File: src/rtl/memory_bus_if.sv
// Data-memory request/ready bus between the memory stage and data memory.
// Address, write data and write enable are valid while req is high.
interface memory_bus_if;
  logic        req;
  logic        we;
  logic [15:0] addr;
  logic [15:0] wdata;
  logic        ready;
  logic [15:0] rdata;

  modport master (
    output req, we, addr, wdata,
    input  ready, rdata
  );

  modport slave (
    input  req, we, addr, wdata,
    output ready, rdata
  );
endinterface

File: src/rtl/memory_stage.sv
// MEM pipeline stage: variable-latency data-memory access with stall,
// timeout abort and the MEM/WB pipeline register.
module memory_stage #(
  parameter int          TIMEOUT  = 16,
  parameter logic [15:0] ERR_DATA = 16'h0000
) (
  input  logic               clk,
  input  logic               rst,
  input  logic [15:0]        iAluOut,
  input  logic [15:0]        iData2,
  input  logic               iMemRead,
  input  logic               iMemWrite,
  input  logic               iAlutoReg,
  input  logic               iMemtoReg,
  input  logic               iBustoReg,
  input  logic [3:0]         iDest,
  input  logic [15:0]        iBusData,
  memory_bus_if.master       mem,
  output logic               oStall,
  output logic [15:0]        oWriteBackData,
  output logic               oRegWrite,
  output logic [3:0]         oDest,
  output logic               oMemErr
);

  localparam int CW = (TIMEOUT < 1) ? 1 : $clog2(TIMEOUT + 1);
  localparam logic [CW-1:0] TMAX = CW'(TIMEOUT);

  typedef enum logic {S_IDLE, S_WAIT} state_e;

  state_e        state_q, state_d;
  logic [CW-1:0] cnt_q, cnt_d;
  logic [15:0]   wb_q, wb_d;
  logic          rw_q, rw_d;
  logic [3:0]    dest_q, dest_d;
  logic          err_q, err_d;
  logic          hold_en;

  logic [15:0] addr_q, wdata_q, bus_q;
  logic        wr_q, rd_q, m2r_q, a2r_q, b2r_q;
  logic [3:0]  hdest_q;

  logic        in_wait, acc, tmo;
  logic [15:0] c_addr, c_wdata, c_bus;
  logic        c_wr, c_rd, c_m2r, c_a2r, c_b2r;
  logic [3:0]  c_dest;
  logic [15:0] rsel, mux_val, res;
  logic        res_rw;

  assign in_wait = (state_q == S_WAIT);
  assign acc     = iMemRead | iMemWrite;
  assign tmo     = in_wait & (cnt_q == TMAX);

  // While waiting, execute inputs are ignored; everything comes from hold regs.
  assign c_addr  = in_wait ? addr_q  : iAluOut;
  assign c_wdata = in_wait ? wdata_q : iData2;
  assign c_bus   = in_wait ? bus_q   : iBusData;
  assign c_wr    = in_wait ? wr_q    : iMemWrite;
  assign c_rd    = in_wait ? rd_q    : (iMemRead & ~iMemWrite);
  assign c_m2r   = in_wait ? m2r_q   : iMemtoReg;
  assign c_a2r   = in_wait ? a2r_q   : iAlutoReg;
  assign c_b2r   = in_wait ? b2r_q   : iBustoReg;
  assign c_dest  = in_wait ? hdest_q : iDest;

  assign rsel    = mem.ready ? mem.rdata : ERR_DATA;
  assign mux_val = c_b2r ? c_bus : c_addr;
  assign res     = c_m2r ? (c_rd ? rsel : ERR_DATA) : mux_val;
  assign res_rw  = c_a2r | c_b2r | (c_rd & c_m2r);

  assign mem.req   = ~rst & (in_wait | acc);
  assign mem.we    = c_wr;
  assign mem.addr  = c_addr;
  assign mem.wdata = c_wdata;

  assign oStall = ~rst & mem.req & ~mem.ready & ~tmo;

  always_comb begin
    state_d = state_q;
    cnt_d   = cnt_q;
    wb_d    = wb_q;
    rw_d    = 1'b0;
    dest_d  = dest_q;
    err_d   = 1'b0;
    hold_en = 1'b0;
    unique case (state_q)
      S_IDLE: begin
        if (!acc) begin
          wb_d   = mux_val;
          rw_d   = iAlutoReg | iBustoReg;
          dest_d = iDest;
        end else if (mem.ready) begin
          wb_d   = res;
          rw_d   = res_rw;
          dest_d = c_dest;
        end else begin
          hold_en = 1'b1;
          state_d = S_WAIT;
          cnt_d   = CW'(1);
        end
      end
      S_WAIT: begin
        if (mem.ready || tmo) begin
          wb_d    = res;
          rw_d    = res_rw;
          dest_d  = c_dest;
          err_d   = ~mem.ready;
          state_d = S_IDLE;
          cnt_d   = '0;
        end else begin
          cnt_d = cnt_q + CW'(1);
        end
      end
      default: state_d = S_IDLE;
    endcase
  end

  always_ff @(posedge clk) begin
    if (rst) begin
      state_q <= S_IDLE;
      cnt_q   <= '0;
      wb_q    <= '0;
      rw_q    <= 1'b0;
      dest_q  <= '0;
      err_q   <= 1'b0;
      addr_q  <= '0;
      wdata_q <= '0;
      bus_q   <= '0;
      wr_q    <= 1'b0;
      rd_q    <= 1'b0;
      m2r_q   <= 1'b0;
      a2r_q   <= 1'b0;
      b2r_q   <= 1'b0;
      hdest_q <= '0;
    end else begin
      state_q <= state_d;
      cnt_q   <= cnt_d;
      wb_q    <= wb_d;
      rw_q    <= rw_d;
      dest_q  <= dest_d;
      err_q   <= err_d;
      if (hold_en) begin
        addr_q  <= iAluOut;
        wdata_q <= iData2;
        bus_q   <= iBusData;
        wr_q    <= iMemWrite;
        rd_q    <= iMemRead & ~iMemWrite;
        m2r_q   <= iMemtoReg;
        a2r_q   <= iAlutoReg;
        b2r_q   <= iBustoReg;
        hdest_q <= iDest;
      end
    end
  end

  assign oWriteBackData = wb_q;
  assign oRegWrite      = rw_q;
  assign oDest          = dest_q;
  assign oMemErr        = err_q;

endmodule

File: src/flat_wrapper.sv
// flat-port wrapper written by rule: the top's interface ports become plain ports
module memory_stage_flat 
#(
  parameter int          TIMEOUT  = 16,
  parameter logic [15:0] ERR_DATA = 16'h0000
)
  (clk, rst, iAluOut, iData2, iMemRead, iMemWrite, iAlutoReg, iMemtoReg, iBustoReg, iDest, iBusData, oStall, oWriteBackData, oRegWrite, oDest, oMemErr, mem_req, mem_we, mem_addr, mem_wdata, mem_ready, mem_rdata);
  memory_bus_if mem_i ();
  input  logic clk;
  input  logic rst;
  input  logic [15:0] iAluOut;
  input  logic [15:0] iData2;
  input  logic iMemRead;
  input  logic iMemWrite;
  input  logic iAlutoReg;
  input  logic iMemtoReg;
  input  logic iBustoReg;
  input  logic [3:0] iDest;
  input  logic [15:0] iBusData;
  output logic oStall;
  output logic [15:0] oWriteBackData;
  output logic oRegWrite;
  output logic [3:0] oDest;
  output logic oMemErr;
  output wire logic [$bits(mem_i.req)-1:0] mem_req;
  output wire logic [$bits(mem_i.we)-1:0] mem_we;
  output wire logic [$bits(mem_i.addr)-1:0] mem_addr;
  output wire logic [$bits(mem_i.wdata)-1:0] mem_wdata;
  input wire logic [$bits(mem_i.ready)-1:0] mem_ready;
  input wire logic [$bits(mem_i.rdata)-1:0] mem_rdata;
  assign mem_req = mem_i.req;
  assign mem_we = mem_i.we;
  assign mem_addr = mem_i.addr;
  assign mem_wdata = mem_i.wdata;
  assign mem_i.ready = mem_ready;
  assign mem_i.rdata = mem_rdata;
  memory_stage #(.TIMEOUT(TIMEOUT), .ERR_DATA(ERR_DATA)) u_core (.clk(clk), .rst(rst), .iAluOut(iAluOut), .iData2(iData2), .iMemRead(iMemRead), .iMemWrite(iMemWrite), .iAlutoReg(iAlutoReg), .iMemtoReg(iMemtoReg), .iBustoReg(iBustoReg), .iDest(iDest), .iBusData(iBusData), .mem(mem_i), .oStall(oStall), .oWriteBackData(oWriteBackData), .oRegWrite(oRegWrite), .oDest(oDest), .oMemErr(oMemErr));
endmodule
File: config.mk
export PLATFORM = sky130hd
export DESIGN_NAME = memory_stage_flat
export DESIGN_NICKNAME = d
export VERILOG_FILES = /design/src/rtl/memory_bus_if.sv /design/src/rtl/memory_stage.sv /design/src/flat_wrapper.sv
export SDC_FILE = /design/constraint.sdc
export NUM_CORES = 1
export LEC_CHECK = 0
export ABC_CLOCK_PERIOD_IN_PS = 3400
export CORE_MARGIN = 2
export CORE_UTILIZATION = 50
export DETAILED_ROUTE_END_ITERATION = 10
export GPL_TIMING_DRIVEN = 0
export PLACE_DENSITY = 0.86
export SYNTH_ARGS = -nofsm -noshare
export SYNTH_HDL_FRONTEND = slang
export SYNTH_SLANG_ARGS = --single-unit
File: constraint.sdc
create_clock -name clk -period 3.4 [get_ports clk]
set_input_delay 0.85 -clock clk [delete_from_list [all_inputs] [get_ports clk]]
set_output_delay 0.85 -clock clk [all_outputs]
set_load 0.1 [all_outputs]
==> results.json <==
{
  "diodes": 0,
  "max_stage_delay_ns": 0.60,
  "gp_congestion": 0.880,
  "nClkBuffers": 12,
  "die_h_um": 93.9,
  "critPathLaunch": "iMemWrite",
  "cp_data_arrival_time_ns": 2.49,
  "fin_hold_ws_ns": 0.455,
  "largest_area_cell": "dfxtp_1",
  "yosysMostFrequentCell": "nand2_1",
  "power_density_nw_per_um2": 516,
  "bufAreaShareNonClock_pct": 24.6,
  "nonClockInverterCount": 4,
  "ctsLongestPathBuffers": 2,
  "yosys.area_share.adder_pct": 0.619,
  "tightest_slew_ns": 1.03,
  "signal_buffers": 167,
  "max_slew_margin_pct": 31.7,
  "aoi_share_pct": 18.3,
  "comb_area_um2": 2170,
  "totalWireLength_um": 12300,
  "irDropWorstVdd_mv": 0.294,
  "endpoint_kind": "output port",
  "wl_per_cell_um": 16.9,
  "warnings": 27,
  "cp_max_fo": 6,
  "nMultiInputCombCells": 351,
  "ctsHtreeMaxLevel": 3,
  "min_from": "u_core.wdata_q[2]",
  "ys_sh_mux_pct": 16.6,
  "grt_max_degree": 14,
  "cpMaxStageDelayCell": "clkdlybuf4s15_2",
  "hold_viol": 0,
  "outcome": "completed",
  "drc": 0,
  "ys_sh_xor_pct": 0,
  "gr-total-overflow": 0,
  "clk_latency_ns": 0.36,
  "dieArea_um2": 8820,
  "ys_ff": 85,
  "yosys.area_share.simple_pct": 17.5,
  "firstDrtPassIters": 5,
  "rows": 32,
  "via_per_inst": 5.66,
  "num_io_pins": 133,
  "yosys.cell_types.count": 37,
  "cts_buffers": 9,
  "dpl_cell_area_um2": 5500,
  "grt_pass1_vias": 4114,
  "syn_area_um2": 4040,
  "crit_chain": "clkdlybuf4s50_1 -> nor3_2 -> a2111oi_4 -> clkdlybuf4s15_2",
  "crit_family": "buffers and inverters",
  "ys_top_logic_family": "AND-OR/OR-AND gates",
  "dominant_cells": "logic gates"
}
## routing by layer
| metal | global-route usage [%] | share of wire, % | vias to the layer above |
|---|---|---|---|
| met4 | 10.6 | 2.1 | 0 |
| met1 | 33.7 | 40 | 1954 |
| met5 | 0 | 0 | - |
| met3 | 5.62 | 7.6 | 22 |
| met2 | 49.2 | 50 | 180 |
| li1 | - | - | 1950 |
## power by group
group          leakage [nW]  internal (W)  total (W)  switching (W)
clock                 0.121      0.000508   0.000868       0.000359
sequential            0.698       0.00106    0.00110      0.0000365
combinational          1.33      0.000275   0.000944       0.000670
## what timing repair did
action,4_1_cts,5_1_grt
endpoints found under the setup margin,35,18
hold endpoints to repair,0,0
gates cloned,0,0
pin swaps,0,0
resized,72,36
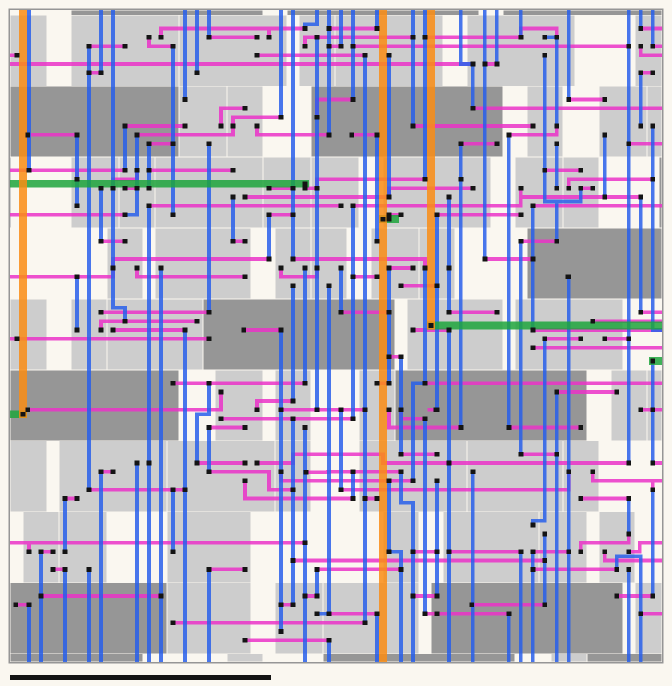
**Above:** close-up of the layout.
The bar under the picture is 10 um long. Region (34, 16) to (59, 41) um. Cells in gray, sequential cells in the stronger gray; small squares are vias.
legend:
  metal 2:
    color: blue
  metal 1:
    color: magenta
  metal 4:
    color: orange
  metal 3:
    color: green
most frequent: nand2_1 (17), mux2_2 (9)
cells with their middle in the window: 57
netlist names of flops here include: `u_core.addr_q` (5), `u_core.wdata_q` (2)
sequential cells in the window: 8

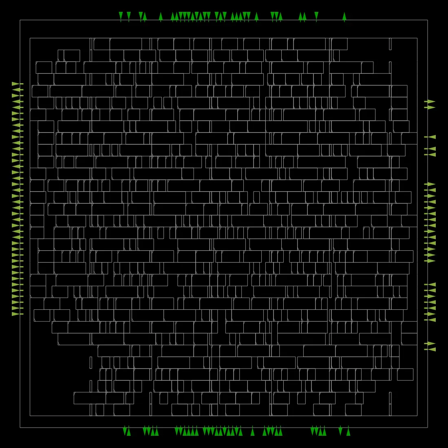
**Above:** placed standard cells.
fill count: 629
fin cells: 725
fraction of area in registers: 30.2%
flop count: 85

No activity file was given, so power comes from the tool's default toggle rates.
